==> config.mk <==
export PLATFORM = sky130hd
export DESIGN_NAME = vga_fb_scheduler
export DESIGN_NICKNAME = d
export VERILOG_FILES = /design/src/rtl/vga_fb_scheduler.sv
export SDC_FILE = /design/constraint.sdc
export NUM_CORES = 1
export LEC_CHECK = 0
export CELL_PAD_IN_SITES_DETAIL_PLACEMENT = 1
export CELL_PAD_IN_SITES_GLOBAL_PLACEMENT = 1
export CORE_UTILIZATION = 36
export CTS_BUF_LIST = sky130_fd_sc_hd__clkbuf_16
export CTS_CLUSTER_SIZE = 40
export DETAILED_ROUTE_END_ITERATION = 12
export PLACE_DENSITY_LB_ADDON = 0.1
export SLEW_MARGIN = 0
export SYNTH_ARGS = -nofsm -noshare
export SYNTH_HDL_FRONTEND = slang
export SYNTH_SLANG_ARGS = --single-unit
export TNS_END_PERCENT = 1
==> constraint.sdc <==
create_clock -name clk -period 6.3 [get_ports clk]
set_input_delay 1.26 -clock clk [delete_from_list [all_inputs] [get_ports clk]]
set_output_delay 1.26 -clock clk [all_outputs]
set_load 0.01 [all_outputs]
Run 1, routing congestion:
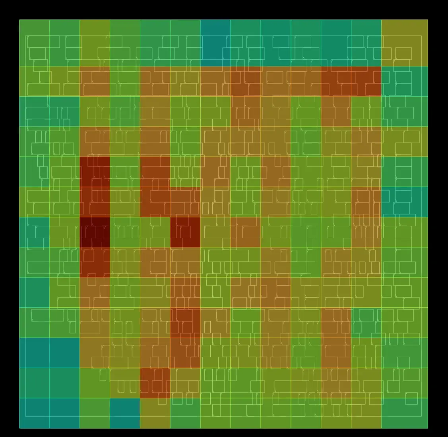
most used routing layer in global routing: met2
drt wl/cell: 17.6 um

Run 1, signal wires on met3:
Cells faint in the background.
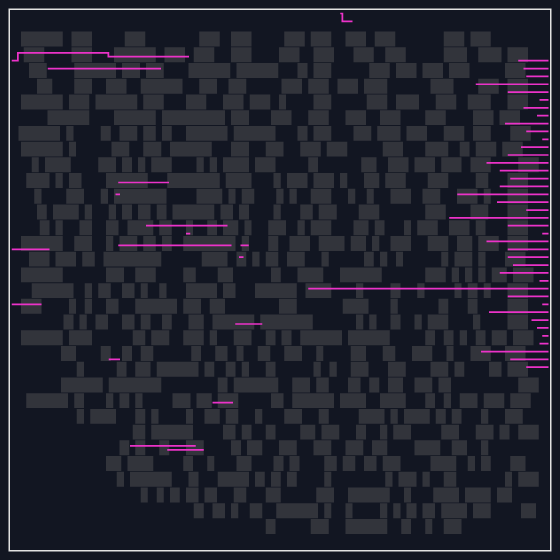
share of all routed wire	4.1%
wire length on this layer	408 um
longest straight run	41.3 um
via count: 3202
routed wire length: 10.1 mm
met3 Use GR: 3.09%

Run 1, clock wires, drivers and flops:
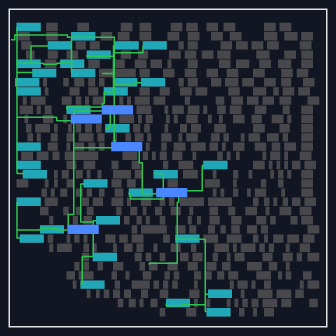
[green] clock wires | length: 528 um
[cyan] flip-flops | count: 34
[blue] cells driving clock nets | count: 5
routed clock nets	6
worst clock skew: 0.00760 ns
power drawn by the clock network: 0.284 mW

Run 1, cells by drive strength:
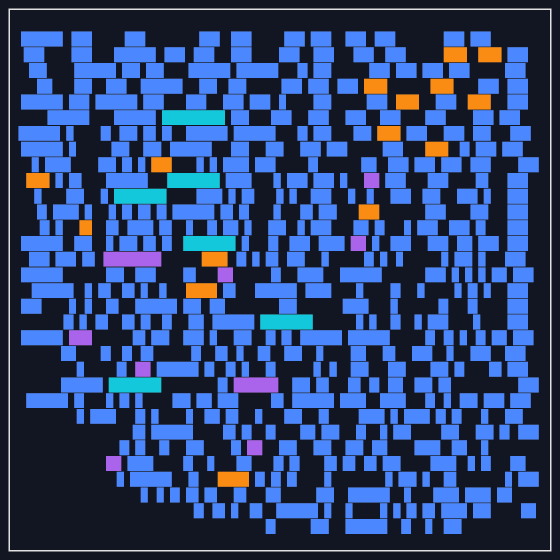
color	size	cells	share
orange	drive 2	15	3.2%
purple	drive 3 to 4	9	1.9%
cyan	drive 6 and up	6	1.3%
blue	drive 1 or less	440	94%
total non-filler cell area in the finished layout: 4180 sq um
P&R area growth vs syn: 38.9%
Setup WS post-layout: 0.821 ns

==> commit_impl_results.txt <==
Add synthesis and place-and-route results

- Clock buffers created by TritonCTS: 5
* Tool Warnings: 31
- Post-CTS repair timing setup buffer count: 0
- Counting cells, the worst reg-to-reg path comes to 7.
- Count of cell instances traversed by the critical path: 14
* Status: completed
- Setup repair after global routing missed its margin: false
* Number of antenna violations at the first check in global routing: 0
- TritonCTS clock tree: yes
- Share of synthesized registers carrying an async set or reset: 0%
* Number of rows in the core area: 32
- The final timing report derives a shortest allowable period of about 5.5 ns.
* Global-route wire length before repair: approximately 16 mm
- For this block, the initial DRC count from the detailed router was around 110.
* CTS sink cnt: 34
- Total Nets Final: around 550
* Full die area: about 8700 sq um
* Most frequent cells in the layout: sky130_fd_sc_hd__clkdlybuf4s50_1 (96), sky130_fd_sc_hd__nand2_1 (41), sky130_fd_sc_hd__dfxtp_1 (34)
* Max incr delay on CP: 0.55 ns
- Area share of the largest cell type after synthesis: between 20% and 30%
* Post-Syn Area per Cell: a little under 8 sq um
- Class of the worst hold path: reg2reg
- Die Y-Extent: around 93 um
- I/O pin count: about 97
- Buffers inserted to repair hold after CTS numbered 0.
* Post-route fraction of the period consumed by the critical path: slightly below 90%
- The die is approximately 93 um wide.
* Switch Pwr: between 0.1 and 0.15 mW
- The synthesized design contains 0 enable-type register cells.
- The final timing report lists a hold violation count of 0.
- Dominant Register Cell: sky130_fd_sc_hd__dfxtp_1
- Port buffer count: 96
- For this design the ratio of total power to cell area is 149 nW/um^2.
- CTS reports a maximum clock tree buffer depth of 2.
* Routability congestion estimate from global placement: about 0.85
- Grouping stages by cell kind, the critical path spends the most delay in adder cells.
- Part of the total power dissipated in the clock network: 45.8%
* Final max-slew violation count: 0
- Cell taking the most area after synthesis: sky130_fd_sc_hd__dfxtp_1
* Area share of fa/ha/maj cells after synthesis: roughly a tenth
* Floorplan core area: 7890 sq um
- In this run, the combinational gates consume 18.6% of the power.
- Per the timing report, the achievable frequency comes out to 183 MHz.
- The synthesized design contains 34 register bits.
- Slew at the pin with the worst max-slew slack: roughly 0.95 ns
- The worst pin sits at a relative slew slack of a little over a third.
- Total cell area reported by yosys after synthesis: 3010 sq um
- The setup path with the least slack is of type reg2out.
* Pin count of the biggest net entering global routing: 18
- DR pass1 iterations: 4
* Via/cell ratio: 5.60
- The total overflow left after global routing is 0.
* Leading power group: the clock network
* Synth top area cells: sky130_fd_sc_hd__dfxtp_1 (23%), sky130_fd_sc_hd__ha_1 (8.7%), sky130_fd_sc_hd__nand2_1 (5.1%)
- STA classifies the critical path startpoint as a register.
- In this run the cell area of the synthesized design comes to approximately 3000 sq um.
- The number of nets in the synthesized netlist is around 470.
- Count of antenna diodes in the layout: 0
- For the worst-skew pair, the clock arrives at the later sink with an insertion delay of 0.28 ns.
* Switching power share of the total: between 20% and 30%
- Arrival time at the worst endpoint: around 4.2 ns
* Total negative setup slack: 0 ns
* Fraction of final layout cells with drive strength greater than 1: roughly 6.4%
- Sequential-cell power consumption: around 0.22 mW
- The internal portion of the total power is ~0.47 mW.
- Most frequent cell after synthesis: sky130_fd_sc_hd__nand2_1
- Clock edge transition at the registers on the reported setup and hold paths: roughly 0.060 ns
- Of all nets on the critical path, the largest fanout is 8.
- The synthesis report lists the Yosys warning total as 0.
* Post-synthesis simple-gate area fraction: a little over a quarter
- Vias in the first global route: roughly 3200
* Max Cap Viol: 0
- Complex-gate fraction of the synthesized area: between 20 and 25%
- Count of instances resized after the clock tree is built: 0
* Master cell of the clock root buffer: sky130_fd_sc_hd__clkbuf_16
- Register-to-register path setup slack: 3.38 ns
- Per the CTS log, the maximum H-tree level is 2.
* Fraction of synthesized area in multiplexers: under 10%
- Worst hold path depth: 1
* GRT Total Usage: a little under a quarter
- Synth Instances: just under 400
- Total combinational power: approximately 0.12 mW
* Worst endpoint required time: roughly 5.0 ns
- DRC violation count after routing: 0
- FP Core Util: around two fifths
- Of the total synthesized cell area, the portion taken by XOR and XNOR cells is 9.31%.
- Main logic family after synthesis: simple AND/OR/NAND/NOR gates
* Sequential share of power: a little over a third
- Buf+Inv Stages, Crit Path: 3
- STA classifies the critical path endpoint as an output pin.
- For this design, the slowest cell found on the critical path is sky130_fd_sc_hd__clkdlybuf4s50_1.
- Instance area at placement: 4010 sq um
* Leakage power: between 1.5 and 2 nW
* Cell Type Count: 59
- Worst IR drop on VDD: approximately 0.12 mV
## run 1: metal layers
layer  vias to the layer above  GRT usage (%)  routed length (um)
met5                         -              0                   0
met4                         0           4.62                  77
met3                        10           3.09                 408
met2                        65           41.4                4900
met1                      1548           29.6                4690
li1                       1579              -                   -
## run 1: per-stage QoR
stage	instances	util (%)	hold WS [ns]	power (mW)	setup slack, ns
after CTS	572	53.0	0.464	0.625	0.799
after global placement	564	50.8	0.442	0.341	1.14
after floorplan	389	-	0.471	0.268	1.97
after global routing	572	53.0	0.478	0.642	0.441
after detailed placement	564	50.8	0.450	0.342	1.11
final	572	53.0	0.465	0.621	0.821
## run 1: cell type report
cell class	instances	area (sq um)
multi-input combinational	312	2150
timing repair buffer	100	991
tap	102	128
clock buffer	5	125
sequential	34	681
inverter	16	60.1
fill	981	3710
clock inverter	3	45.0
Power is estimated from default activity; no workload was simulated.
